Figure 1. Placed standard cells (run 1).
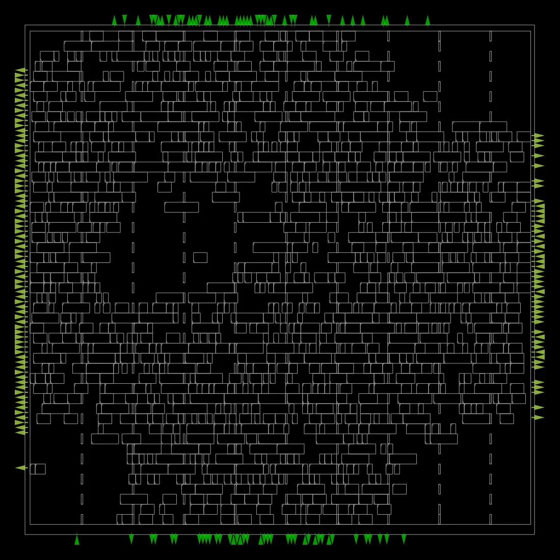
Figure 2. Drive-strength map (run 1).
Scale: 2 px per um.
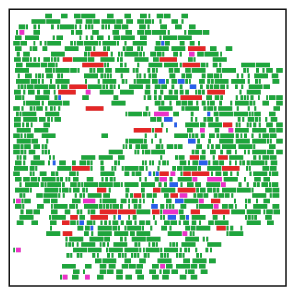
Figure 3. Layout detail (run 1).
Region (44, 71) to (94, 121) um. Cells in grey, sequential cells in the stronger grey; small squares are vias.
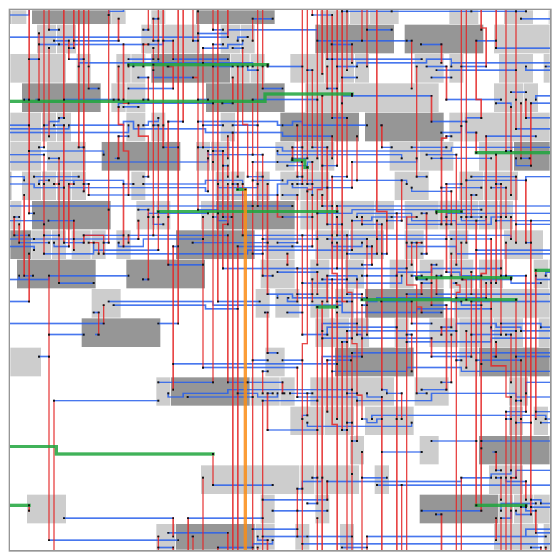
Figure 4. Wire density map (run 1).
Scale: 3 px per um. 28 x 28 tiles, from dark purple (low) to yellow (high), scaled to the fullest tile. Values are wire area over tile area, all layers added.
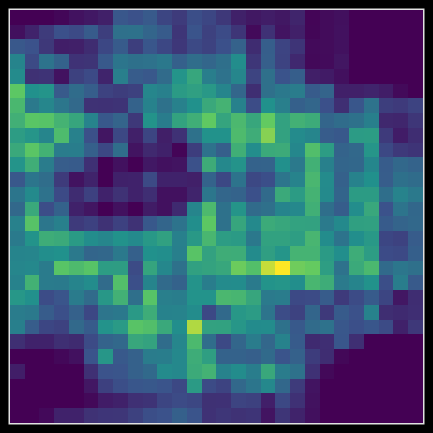
$ cat src/rtl/instruction_fetch_pkg.sv
// Shared definitions for the fetch stage: FSM encoding, NOP pattern and PC stride.
package instruction_fetch_pkg;

  typedef enum logic {
    FETCH_IDLE = 1'b0,
    FETCH_WAIT = 1'b1
  } fetch_state_e;

  localparam logic [31:0] INST_NOP = 32'h0000_0013;
  localparam int unsigned PC_STEP  = 32'd4;

endpackage

$ cat src/rtl/instruction_fetch_pc_reg.sv
// Program counter: redirect with word alignment, sequential increment and misalign flag.
module instruction_fetch_pc_reg
  import instruction_fetch_pkg::*;
#(
  parameter int unsigned       XLEN         = 32,
  parameter logic [XLEN-1:0]   RESET_VECTOR = 32'h0000_0000
) (
  input  logic            clk,
  input  logic            rst,
  input  logic            jump_en,
  input  logic [XLEN-1:0] jump_addr,
  input  logic            advance,
  output logic [XLEN-1:0] pc,
  output logic            jump_misalign
);

  // A redirect always wins over the sequential step; increment wraps modulo 2^XLEN.
  always_ff @(posedge clk) begin
    if (rst) begin
      pc            <= RESET_VECTOR;
      jump_misalign <= 1'b0;
    end else begin
      jump_misalign <= jump_en && (jump_addr[1:0] != 2'b00);
      if (jump_en) begin
        pc <= {jump_addr[XLEN-1:2], 2'b00};
      end else if (advance) begin
        pc <= pc + XLEN'(PC_STEP);
      end else begin
        pc <= pc;
      end
    end
  end

endmodule

$ cat src/rtl/instruction_fetch.sv
// Fetch stage: issues word reads over a req/ack handshake and hands results to decode,
// dropping any response made stale by a redirect.
module instruction_fetch
  import instruction_fetch_pkg::*;
#(
  parameter int unsigned     XLEN         = 32,
  parameter logic [XLEN-1:0] RESET_VECTOR = 32'h0000_0000
) (
  input  logic            clk,
  input  logic            rst,
  input  logic            fetch_en,
  input  logic            jump_en,
  input  logic [XLEN-1:0] jump_addr,
  output logic            imem_req,
  output logic [XLEN-1:0] imem_addr,
  input  logic            imem_ack,
  input  logic [31:0]     imem_rdata,
  output logic [31:0]     inst,
  output logic [XLEN-1:0] curr_pc_fd,
  output logic [XLEN-1:0] next_pc_fd,
  output logic            inst_valid,
  output logic            busy,
  output logic            jump_misalign
);

  fetch_state_e    state_r;
  logic            kill_r;
  logic [XLEN-1:0] pc_s;
  logic [XLEN-1:0] pc_plus_s;
  logic            advance_s;

  assign pc_plus_s = pc_s + XLEN'(PC_STEP);
  assign advance_s = (state_r == FETCH_WAIT) && imem_ack && !kill_r && !jump_en;
  assign busy      = (state_r == FETCH_WAIT);

  instruction_fetch_pc_reg #(
    .XLEN         (XLEN),
    .RESET_VECTOR (RESET_VECTOR)
  ) u_pc_reg (
    .clk           (clk),
    .rst           (rst),
    .jump_en       (jump_en),
    .jump_addr     (jump_addr),
    .advance       (advance_s),
    .pc            (pc_s),
    .jump_misalign (jump_misalign)
  );

  // Fetch FSM with registered handshake and decode-facing outputs.
  always_ff @(posedge clk) begin
    if (rst) begin
      state_r    <= FETCH_IDLE;
      kill_r     <= 1'b0;
      imem_req   <= 1'b0;
      imem_addr  <= RESET_VECTOR;
      inst       <= INST_NOP;
      curr_pc_fd <= RESET_VECTOR;
      next_pc_fd <= RESET_VECTOR + XLEN'(PC_STEP);
      inst_valid <= 1'b0;
    end else begin
      inst_valid <= 1'b0;
      case (state_r)
        FETCH_IDLE: begin
          if (fetch_en && !jump_en) begin
            state_r   <= FETCH_WAIT;
            imem_req  <= 1'b1;
            imem_addr <= pc_s;
          end else begin
            state_r <= FETCH_IDLE;
          end
        end
        FETCH_WAIT: begin
          if (imem_ack) begin
            state_r  <= FETCH_IDLE;
            imem_req <= 1'b0;
            kill_r   <= 1'b0;
            // A pending or coincident redirect makes this response stale.
            if (!kill_r && !jump_en) begin
              inst       <= imem_rdata;
              curr_pc_fd <= pc_s;
              next_pc_fd <= pc_plus_s;
              inst_valid <= 1'b1;
            end else begin
              inst_valid <= 1'b0;
            end
          end else if (jump_en) begin
            kill_r <= 1'b1;
          end else begin
            kill_r <= kill_r;
          end
        end
        default: begin
          state_r  <= FETCH_IDLE;
          imem_req <= 1'b0;
          kill_r   <= 1'b0;
        end
      endcase
    end
  end

endmodule

$ cat config.mk
export PLATFORM = sky130hd
export DESIGN_NAME = instruction_fetch
export DESIGN_NICKNAME = d
export VERILOG_FILES = /design/src/rtl/instruction_fetch_pkg.sv /design/src/rtl/instruction_fetch_pc_reg.sv /design/src/rtl/instruction_fetch.sv
export SDC_FILE = /design/constraint.sdc
export NUM_CORES = 1
export LEC_CHECK = 0
export CORE_UTILIZATION = 37
export DETAILED_ROUTE_END_ITERATION = 8
export GPL_ROUTABILITY_DRIVEN = 0
export GPL_TIMING_DRIVEN = 0
export PLACE_DENSITY = 0.7
export SETUP_SLACK_MARGIN = 0.05
export SLEW_MARGIN = 10
export SYNTH_ARGS = -nofsm -noshare
export SYNTH_HDL_FRONTEND = slang
export SYNTH_SLANG_ARGS = --single-unit
$ cat constraint.sdc
create_clock -name clk -period 2.6 [get_ports clk]
set_input_delay 0.52 -clock clk [delete_from_list [all_inputs] [get_ports clk]]
set_output_delay 0.52 -clock clk [all_outputs]
set_load 0.03 [all_outputs]
==> results.sh, run 1 <==
# physical design summary
export IMPL_fin_skew_ns=0.0164
export IMPL_fill_cells=1719
export IMPL_cp_end_kind="register"
export IMPL_synth_area_top_cells="dfxtp_1 (46%), nand2_1 (11%), a21oi_1 (8.5%), xnor2_1 (4.1%), a211oi_1 (3.0%)"
export IMPL_place_ws_ns=-0.503
export IMPL_cp_arrival_ns=2.67
export IMPL_critPathBufInv=1
export IMPL_warning_count=26
export IMPL_hold_class="reg -> reg"
export IMPL_worstMarginPinSlew_ns=0.972
export IMPL_design_portCount=201
export IMPL_cts_sinks=157
export IMPL_dpl_hpwl_mm=15.4
export IMPL_htree_num_levels=4
export IMPL_syn_avg_cell_area_um2=8.16
export IMPL_top_cell="nand2_1"
export IMPL_synthCells=834
export IMPL_drv_cap=0
export IMPL_grt_pass1_wl_mm=32.4
export IMPL_required_ns=2.93
export IMPL_antenna_found_initial=0
export IMPL_final_core_util_pct=53.5
export IMPL_dieArea_mm2=0.0189
export IMPL_cp_top_family="simple AND/OR/NAND/NOR gates"
export IMPL_period_minus_slack_ns=2.34
export IMPL_finalClockPeriodUsage_pct=90.0
export IMPL_tns_ns=0
export IMPL_top_layer_used="met4"
export IMPL_clk_latency_ns=0.43
export IMPL_common_cells="nand2_1 (205), dfxtp_1 (157), a21oi_1 (115)"
export IMPL_clockBufferDepth=2
export IMPL_max_stage_delay_ns=0.87
export IMPL_finalHoldViolCount=0
export IMPL_yosys_stat_area_mm2=0.00681
export IMPL_synth_distinct_cells=47
export IMPL_drc=0
export IMPL_cts_hold_buf=0
export IMPL_p_leak_nw=3.34
export IMPL_ys_flop_type="dfxtp_1"
export IMPL_worst_path_max_delay_cell="nor4_1"
export IMPL_start_kind="input pin"
export IMPL_async_flop_share_pct=0
export IMPL_initCoreUtil_pct=37.8
export IMPL_ys_seq_share_pct=46.2
export IMPL_finalSetupViolCount=0
export IMPL_nNetsFinal=1119
export IMPL_dieWidth_um=138
export IMPL_grt_max_degree=17
export IMPL_edf_count=0
export IMPL_ys_ff=157
export IMPL_rsz0062_at_grt="no"
export IMPL_num_rows=49
export IMPL_crit_fanout=5
export IMPL_synth_top_area_share_pct=46.2
export IMPL_detail_route_antenna_nets=0
export IMPL_overflow=0
export IMPL_die_h_um=138
export IMPL_cts_root_buffer="clkbuf_16"
export IMPL_dr_wl_met3_mm=1.93
export IMPL_wl_met2_mm=9.68
export IMPL_first_pass_iters=6
export IMPL_first_global_vias=6083
export IMPL_max_freq_mhz=427
export IMPL_power_per_cell_area_mw_per_mm2=590
export IMPL_status="finished, final reports clean"
export IMPL_io_buffers=192
export IMPL_drt_iter0_drc=447
export IMPL_critical_path_class="in -> reg"
export IMPL_synth_stat_cells=834
export IMPL_crit_chain="clkdlybuf4s50_1 > nand3b_1 > nor4_1 > nand3_1 > xnor2_1 > o21a_1"
export IMPL_numCtsBuffers=17
export IMPL_cts_tree="done"
export IMPL_relSlewSlack_pct=34.7
export IMPL_drive_gt1_share_pct=7.53
export IMPL_avgRoutedWirePerCell_um=16.5
export IMPL_drv_slew=0
export IMPL_peakVddDrop_mv=0.444
export IMPL_syn_area_mm2=0.00681
export IMPL_top_area_cell="dfxtp_1"
export IMPL_ff_latch_area_mm2=0.00314
export IMPL_comb_area_mm2=0.00312
export IMPL_vias_per_cell=4.94
export IMPL_worst_hold_slack_ns=0.452
export IMPL_wl_mm=21.3
export IMPL_synth_warnings=0
export IMPL_clk_pin_slew_ns=0.07
export IMPL_drt_met1_wl_mm=9.38
Notes on Figure 1 above:
# Taps: 229
non-filler cells, final: 1292
sequential cell area share: 32.6%
Core ar.: 0.0180 mm^2

Notes on Figure 2 above:
| size | colour | cells | share | most used |
|---|---|---|---|---|
| x3 and x4 | magenta | 22 | 2.1% | buf_4 |
| x1 and smaller | green | 982 | 92% | nand2_1 |
| x2 | blue | 21 | 2.0% | clkinv_2 |
| x6 and larger | red | 37 | 3.5% | clkbuf_16 |
non-clock buffer count: 274
Final Cell Area: 0.00964 mm^2
final setup margin: 0.259 ns
area grow syn2layout: 41.5%

Notes on Figure 3 above:
| layer | colour |
|---|---|
| M1 | blue |
| M4 | orange |
| M3 | green |
| M2 | red |
cells with their middle in the window: 150
netlist names of flops here include: u_pc_reg.pc (10), curr_pc_fd (4), imem_addr (4)
sequential cells in the window: 21
most frequent: nand2_1 (23), dfxtp_1 (21), a21oi_1 (20)

Notes on Figure 4 above:
mean over tiles: 0.18
emptiest ninth of the die: south-east
tiles over half the peak: 20%
Total GRT Usage: 23.0%
Vias: 6380

## run 1: layout make-up
type,instances,share of cell area [%]
repair buffers,192,19.9
plain buffers,82,5.15
well taps,229,2.97
clock buffers,21,4.88
diodes,1,0.0260
multi-input cells,578,32.4
flip-flops and latches,157,32.6
clock inverters,11,1.21
inverters,21,0.818
## run 1: state kept, by name (all words and copies together), names as in the netlist
register and flops:
imem_req 1, u_pc_reg.pc 30, u_pc_reg.jump_misalign 1, inst_valid 1, busy 1, next_pc_fd 30
inst 32, kill_r 1, curr_pc_fd 30, imem_addr 30
## run 1: cells in the final DEF (no fill, tap or decap), types with 5 or more instances in the layout
cell             count
nor3_1              14
a21oi_1            115
a211oi_1            27
clkinv_2             5
nor2_1              53
dfxtp_1            157
nand4_1              8
clkbuf_8            10
nand2_1            205
mux2i_1              6
xor2_1              21
conb_1               6
nand3_1             19
inv_1               21
o21a_1              17
clkbuf_1            48
clkdlybuf4s50_1    192
buf_6                8
clkbuf_16           17
buf_4               12
xnor2_1             32
o21ai_0              6
## run 1: through the flow
step | power [mW] | std cells | instance area [um^2]
floorplan | 2.95 | 839 | 6830
global placement | 3.24 | 1260 | 9040
detailed placement | 3.24 | 1260 | 9040
CTS | 5.72 | 1292 | 9630
global route | 5.88 | 1291 | 9640
finish | 5.68 | 1292 | 9640
## run 1: power by group
part	leakage (nW)	total (mW)	internal, mW	switching [mW]
Clock	0.285	2.49	1.48	1.00
Combinational	1.78	0.670	0.292	0.378
Sequential	1.28	2.53	2.48	0.0488
Total	3.34	5.68	4.25	1.43
## run 1: path summary, 6_finish.rpt
| kind | from | endpoint | slack [ns] | depth (start not counted) |
|---|---|---|---|---|
| worst min register to register | inst[13] | inst[13] | 0.45 | 2 |
| worst max-delay path | imem_ack | u_pc_reg.pc[25] | 0.26 | 6 |
| worst max register to register | u_pc_reg.pc[3] | u_pc_reg.pc[20] | 0.30 | 7 |
| worst min-delay path | inst[13] | inst[13] | 0.45 | 2 |
## run 1: tightest hold or removal path: cells and delay by family, from the launching register on
family,cells,cell delay [ns]
compound gates,1,0.05
flops,1,0.31
simple gates,1,0.05
## run 1: cell families after synthesis
group,count (synthesis),synth area share (%)
and+or+nand+nor,342,23.0
AOI/OAI and AO/OA,170,14.4
DFF,157,46.2
buffers and inverters,104,8.45
xor gates and xnor gates,53,6.82
muxes,6,0.882
adders and majority gates,1,0.184
other,1,0.0551
## run 1: metal layers
metal,global-route usage [%],vias up
met5,0,-
li1,-,3173
met2,36.1,232
met4,8.00,0
met3,7.95,18
met1,29.2,2957
## run 1: repair_timing
item                                    4_1_cts  5_1_grt
gates resized                                 3        3
gates cloned                                  0        0
endpoints found under the setup margin       31       37
buffers inserted                              0        0
Figure 5. Supply network (run 1).
Scale: 3 px per um. Pins as bars on the die edge.
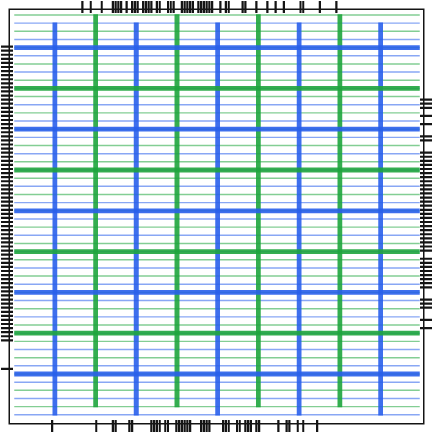

## Run 2: what changed since run 1
Settings changed: CAP_MARGIN from default to 20, CORE_UTILIZATION 37 to 35, PLACE_DENSITY 0.7 to 0.67, SLEW_MARGIN 10 to 20.
Figure 6. Supply network (run 2).
Scale: 3 px per um. Pins as bars on the die edge.
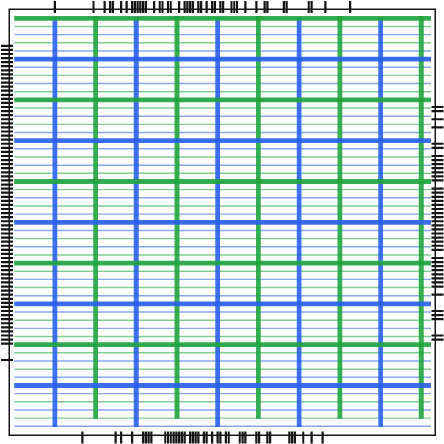
| net | colour |
|---|---|
| VSS | blue |
| VDD | green |
met1 rails: 51
met5 straps: 10
signal pins: 201
Die Ht: 141 um
Core ar.: 0.0189 mm^2
Max VDD drop: 0.526 mV
Die X: 141 um

==> results.sh, run 2 <==
# physical design summary
export IMPL_status="finished, final reports clean"
export IMPL_htree_num_levels=4
export IMPL_synthAoiAreaFrac_pct=14.4
export IMPL_lay_top_count="nand2_1"
export IMPL_edf_count=0
export IMPL_synthCells=834
export IMPL_grt_max_degree=17
export IMPL_area_growth_synth_to_final_pct=42.9
export IMPL_worstMarginPinSlew_ns=0.977
export IMPL_max_flop_register="inst"
export IMPL_switching_share_pct=24.9
export IMPL_top_cell="nand2_1"
export IMPL_fin_ws_ns=0.124
export IMPL_num_rows=50
export IMPL_finalSetupViolCount=0
export IMPL_drv_cap=0
export IMPL_dpl_hpwl_mm=15.5
export IMPL_critical_path_class="reg -> reg"
export IMPL_ys_sh_adder_pct=0.184
export IMPL_power_per_cell_area_mw_per_mm2=608
export IMPL_rsz0062_at_grt="no"
export IMPL_clockBufferDepth=2
export IMPL_crit_fanout=7
export IMPL_vias_per_cell=4.82
export IMPL_required_ns=2.95
export IMPL_hold_class="reg -> reg"
export IMPL_cp_arrival_ns=2.83
export IMPL_place_ws_ns=-0.472
export IMPL_simple_gate_share_pct=23.0
export IMPL_diodes=0
export IMPL_worstReg2RegEnd="next_pc_fd[26]"
export IMPL_finalClockPeriodUsage_pct=95.2
export IMPL_top_area_cell="dfxtp_1"
export IMPL_grt_pass1_wl_mm=32.9
export IMPL_hold_depth=2
export IMPL_stdcell_area_mm2=0.00973
export IMPL_power_frac_seq_pct=42.7
export IMPL_overflow=0
export IMPL_r2r_slack_ns=0.12
export IMPL_period_minus_slack_ns=2.48
export IMPL_finalPower_mw=5.91
export IMPL_fin_skew_ns=0.0120
export IMPL_p_int_mw=4.44
export IMPL_antenna_found_initial=0
export IMPL_xor_share_pct=6.82
export IMPL_placed_cell_area_mm2=0.00907
export IMPL_hold_start="inst[14]"
export IMPL_drv_slew=0
export IMPL_yosys_stat_area_mm2=0.00681
export IMPL_holdPathEnd="inst[14]"
export IMPL_r2r_start="u_pc_reg.pc[2]"
export IMPL_p_leak_nw=3.38
export IMPL_cts_root_buffer="clkbuf_16"
export IMPL_worst_hold_slack_ns=0.450
export IMPL_synth_area_top_cells="dfxtp_1 (46%), nand2_1 (11%), a21oi_1 (8.5%), xnor2_1 (4.1%), a211oi_1 (3.0%)"
export IMPL_crit_path_start="u_pc_reg.pc[2]"
export IMPL_async_flop_share_pct=0
export IMPL_ys_ff=157
export IMPL_synth_top_area_share_pct=46.2
export IMPL_mux_share_pct=0.882
export IMPL_cts_sinks=157
export IMPL_initCoreUtil_pct=36.0
export IMPL_synth_logic_top_family="simple AND/OR/NAND/NOR gates"
export IMPL_lay_top_cells="nand2_1 (205), clkdlybuf4s50_1 (192), dfxtp_1 (157)"
export IMPL_finalHoldViolCount=0
Figure 7. Layout detail (run 2).
Region (46, 74) to (96, 124) um. Cells in grey, sequential cells in the stronger grey; small squares are vias.
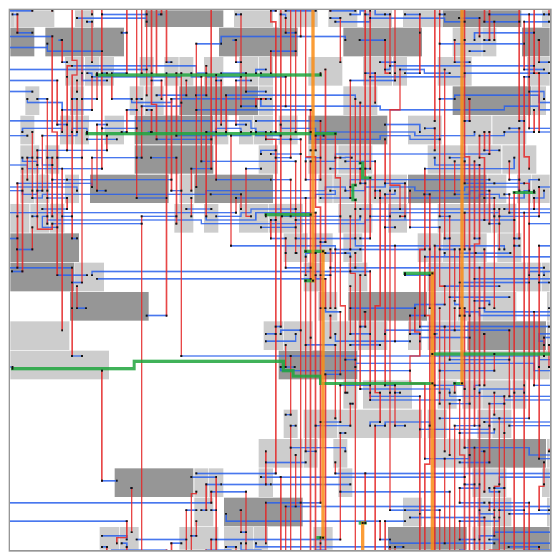
| layer | colour |
|---|---|
| M2 | red |
| M4 | orange |
| M3 | green |
| M1 | blue |
sequential cells in the window: 24
netlist names of flops here include: u_pc_reg.pc (11), curr_pc_fd (7), next_pc_fd (3)
most frequent: dfxtp_1 (24), nand2_1 (23), a21oi_1 (17)
cells with their middle in the window: 152

-- run 2: cell count changes in the layout (fill, tap and decap cells not counted) --
cell and delta:
inv_6 +3, clkbuf_1 -4, nor4_1 +1, diode_2 -1
clkinv_4 +1, bufinv_16 +2, clkinv_2 -4, clkbuf_8 -1
nor4_2 -1, clkinvlp_4 -1, clkbuf_2 +4
-- run 2: worst max-delay path: stages (launching register included) --
cell and delay, ns:
dfxtp_1 0.48, ha_1 0.32, nand3_4 0.14, nor4_1 0.84
nand3_1 0.21, xor2_1 0.19, a211oi_1 0.22
-- run 2: final cells by class --
| cell class | instances | area (um^2) | area share, % |
|---|---|---|---|
| Clock buffer | 20 | 457 | 4.70 |
| Multi-Input combinational cell | 578 | 3120 | 32.0 |
| Buffer | 82 | 502 | 5.16 |
| Tap cell | 260 | 325 | 3.34 |
| Timing Repair Buffer | 192 | 1920 | 19.8 |
| Inverter | 21 | 78.8 | 0.810 |
| Sequential cell | 157 | 3140 | 32.3 |
| Clock inverter | 12 | 184 | 1.89 |
-- run 2: cell families after synthesis --
group                      after synthesis
other                                    1
xor gates and xnor gates                53
DFF                                    157
adders and majority gates                1
AOI/OAI and AO/OA                      170
muxes                                    6
and+or+nand+nor                        342
buffers and inverters                  104
-- run 2: worst max-delay path by stage --
| stage | cells past startpoint | slack, ns | end |
|---|---|---|---|
| global placement | 8 | -0.45 | curr_pc_fd[14] |
| finish | 6 | 0.12 | next_pc_fd[26] |
| detailed placement | 8 | -0.47 | curr_pc_fd[14] |
| CTS | 7 | 0.16 | curr_pc_fd[10] |
| floorplan | 7 | 0.53 | u_pc_reg.pc[20] |
| global route | 6 | 0.11 | next_pc_fd[22] |
-- run 2: power groups by stage --
stage / combinational [mW] / clock [mW] / sequential [mW]
final: 0.670 / 2.72 / 2.53
after detailed placement: 0.666 / 0 / 2.58
after global routing: 0.721 / 2.85 / 2.53
after global placement: 0.664 / 0 / 2.58
after CTS: 0.671 / 2.74 / 2.53
after floorplan: 0.310 / 0 / 2.64
-- run 2: layer usage --
metal,global-route usage (%),wire length [um],vias to the layer above
met4,6.17,330,0
li1,-,-,3175
met5,0,0,-
met2,35.2,9930,197
met3,6.21,1430,22
met1,27.9,9670,2975
-- run 2: repair_timing --
item,CTS,global route
hold buffers,0,0
hold endpoints to repair,0,0
pin swaps,0,0
resized,3,10
setup endpoints to repair,37,41
-- run 2: stage by stage --
stage | cells | utilization, %
floorplan | 839 | -
global placement | 1291 | 48.0
detailed placement | 1291 | 48.0
CTS | 1323 | 51.5
global route | 1322 | 51.5
finish | 1322 | 51.5
Figure 8. Wire density map (run 2).
Scale: 3 px per um. 28 x 28 tiles, from dark purple (low) to yellow (high), scaled to the fullest tile. Values are wire area over tile area, all layers added.
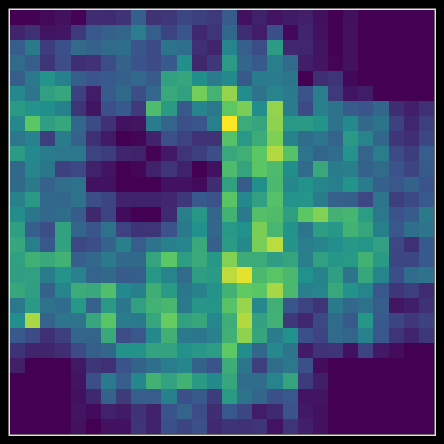

## Run 3: what changed since run 2
Settings changed: MAX_ROUTING_LAYER from default to met4.
Figure 9. Wire density map (run 3).
Scale: 3 px per um. 28 x 28 tiles, from dark purple (low) to yellow (high), scaled to the fullest tile. Values are wire area over tile area, all layers added.
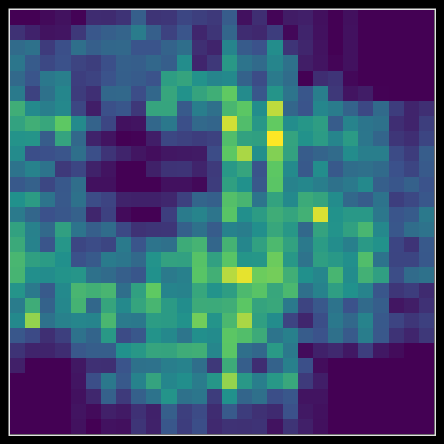
nearly empty tiles: 13%
fullest tile: 0.55
tiles over half the peak: 21%
emptiest ninth of the die: south-east
Routed WL: 21.4 mm
Vias: 6404
WL per Instance: 16.2 um

==> results.sh, run 3 <==
# physical design summary
export IMPL_status="finished, final reports clean"
export IMPL_nNetsFinal=1119
export IMPL_rsz0062_at_grt="no"
export IMPL_max_stage_delay_ns=0.79
export IMPL_placed_cell_area_mm2=0.00907
export IMPL_numCtsBuffers=17
export IMPL_comb_power_share_pct=11.4
export IMPL_initCoreUtil_pct=36.0
export IMPL_finalClockPeriodUsage_pct=93.2
export IMPL_postCtsSetupBuffers=0
export IMPL_drc=0
export IMPL_required_ns=2.95
export IMPL_fill_cells=1866
export IMPL_grt_max_degree=17
export IMPL_drt_iter0_drc=407
export IMPL_fin_skew_ns=0.0111
export IMPL_finalPower_mw=5.91
export IMPL_ys_flop_type="dfxtp_1"
export IMPL_synth_warnings=0
export IMPL_io_buffers=192
export IMPL_diodes=0
export IMPL_syn_area_mm2=0.00681
export IMPL_ff_latch_area_mm2=0.00314
export IMPL_hold_class="reg -> reg"
export IMPL_largest_register_ffs=32
export IMPL_final_core_util_pct=51.5
export IMPL_clockBufferDepth=2
export IMPL_htree_num_levels=4
export IMPL_drive_gt1_share_pct=7.82
export IMPL_dieArea_mm2=0.0200
export IMPL_warning_count=26
export IMPL_synth_top_area_share_pct=46.2
export IMPL_lay_top_cells="nand2_1 (205), clkdlybuf4s50_1 (192), dfxtp_1 (157)"
export IMPL_top_area_cell="dfxtp_1"
export IMPL_cts_sinks=157
export IMPL_p_leak_nw=3.38
export IMPL_relSlewSlack_pct=33.6
export IMPL_num_rows=50
export IMPL_cp_arrival_ns=2.77
export IMPL_clkPwrFrac_pct=45.9
export IMPL_synth_stat_cells=834
export IMPL_lay_top_count="nand2_1"
export IMPL_common_cells="nand2_1 (205), dfxtp_1 (157), a21oi_1 (115)"
export IMPL_yosys_stat_area_mm2=0.00681
export IMPL_period_minus_slack_ns=2.42
export IMPL_p_int_mw=4.44
export IMPL_switchingPower_mw=1.47
export IMPL_stdcell_area_mm2=0.00973
export IMPL_syn_avg_cell_area_um2=8.16
export IMPL_first_pass_iters=4
export IMPL_clk_pin_slew_ns=0.07
export IMPL_comb_area_mm2=0.00312
export IMPL_finalSetupViolCount=0
export IMPL_critical_path_class="reg -> reg"
export IMPL_crit_fanout=7
export IMPL_finalHoldViolCount=0
export IMPL_cp_end_kind="register"
export IMPL_grt_use_total_pct=22.3
export IMPL_start_kind="register"
export IMPL_top_cell="nand2_1"
export IMPL_max_freq_mhz=413
export IMPL_synth_area_top_cells="dfxtp_1 (46%), nand2_1 (11%), a21oi_1 (8.5%), xnor2_1 (4.1%), a211oi_1 (3.0%)"
export IMPL_cts_root_buffer="clkbuf_16"
export IMPL_detail_route_antenna_nets=0
export IMPL_dpl_hpwl_mm=15.5
export IMPL_antenna_found_initial=0
export IMPL_synthCells=834
export IMPL_core_mm2=0.0189
export IMPL_worst_hold_slack_ns=0.451
export IMPL_final_cells=1322
export IMPL_first_global_vias=6019
export IMPL_dp_cells=1291
export IMPL_ys_ff=157
export IMPL_async_flop_share_pct=0
export IMPL_crit_chain="ha_1 > nand3_4 > nor4_1 > nand3_1 > xor2_1 > a211oi_1"
export IMPL_overflow=0
export IMPL_worst_path_max_delay_cell="nor4_1"
export IMPL_area_growth_synth_to_final_pct=42.9
export IMPL_cts_tree="done"
export IMPL_synth_distinct_cells=47
export IMPL_ys_seq_share_pct=46.2
export IMPL_drv_slew=0
export IMPL_power_per_cell_area_mw_per_mm2=607
export IMPL_die_h_um=141
export IMPL_vias_per_cell=4.84
export IMPL_switching_share_pct=24.8
export IMPL_dieWidth_um=141
export IMPL_drv_cap=0
export IMPL_edf_count=0
export IMPL_worstMarginPinSlew_ns=0.987
export IMPL_max_flop_register="inst"
export IMPL_grt_pass1_wl_mm=32.9
export IMPL_power_frac_seq_pct=42.8
export IMPL_clk_latency_ns=0.43
export IMPL_design_portCount=201
Figure 10. Supply network (run 3).
Scale: 3 px per um. Pins as bars on the die edge.
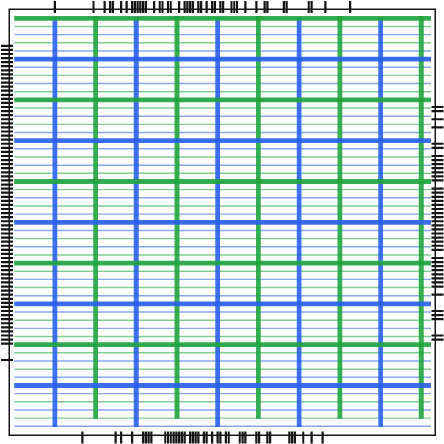
| net | colour |
|---|---|
| VDD | green |
| VSS | blue |
met1 rails: 51
met5 straps: 10
rows: 50
signal pins: 201
Max VDD drop: 0.525 mV

## run 3: cell counts after synthesis
No cell type changed its count.
## run 3: metrics by stage
| step | setup slack, ns | TNS (ns) |
|---|---|---|
| 2_1_floorplan | 0.530 | 0 |
| 5_1_grt | 0.105 | 0 |
| 6_report | 0.178 | 0 |
| 3_5_place_dp | -0.472 | -27.24 |
| 3_3_place_gp | -0.449 | -25.87 |
| 4_1_cts | 0.165 | 0 |
## run 3: path summary, 6_finish.rpt
kind | slack, ns | startpoint | depth (start not counted) | end
setup / recovery | 0.18 | u_pc_reg.pc[2] | 6 | next_pc_fd[26]
hold / removal | 0.45 | inst[14] | 2 | inst[14]
setup reg to reg | 0.18 | u_pc_reg.pc[2] | 6 | next_pc_fd[26]
hold reg to reg | 0.45 | inst[14] | 2 | inst[14]
## run 3: worst max-delay path, delay by kind of cell (launching register included)
family                   cells  cell delay [ns]
flip-flops                   1             0.47
AND/OR/NAND/NOR              3             1.15
XOR/XNOR                     1             0.19
adder cells (fa/ha/maj)      1             0.32
AND-OR/OR-AND                1             0.22
## run 3: area by class of cell
| cell class | instances | area share, % |
|---|---|---|
| flip-flops and latches | 157 | 32.3 |
| clock buffers | 20 | 4.70 |
| inverters | 21 | 0.810 |
| multi-input cells | 578 | 32.0 |
| plain buffers | 82 | 5.16 |
| well taps | 260 | 3.34 |
| clock inverters | 12 | 1.89 |
| repair buffers | 192 | 19.8 |
## run 3: what timing repair did
| action | 4_1_cts | 5_1_grt |
|---|---|---|
| resized | 3 | 10 |
| hold buffers | 0 | 0 |
| endpoints found under the setup margin | 37 | 41 |
## run 3: routing by layer
layer | up-vias | share of wire (%) | global-route usage [%]
li1 | 3170 | - | -
met1 | 3003 | 46 | 28.3
met2 | 209 | 46 | 35.1
met3 | 22 | 6.6 | 5.77
met4 | 0 | 1.4 | 6.17
met5 | - | 0 | -
## run 3: power by group through the flow
stage                     sequential, mW  clock [mW]  combinational (mW)
after CTS                           2.53        2.74               0.671
after floorplan                     2.64           0               0.310
after global placement              2.58           0               0.664
after detailed placement            2.58           0               0.666
after global routing                2.53        2.85               0.721
final                               2.53        2.71               0.671
## run 3: cell families after synthesis
logic type,after synthesis,synth area share (%)
and+or+nand+nor,342,23.0
AOI/OAI and AO/OA,170,14.4
DFF,157,46.2
buffers and inverters,104,8.45
xor gates and xnor gates,53,6.82
muxes,6,0.882
adders and majority gates,1,0.184
other,1,0.0551
No activity file was given, so power comes from the tool's default toggle rates.
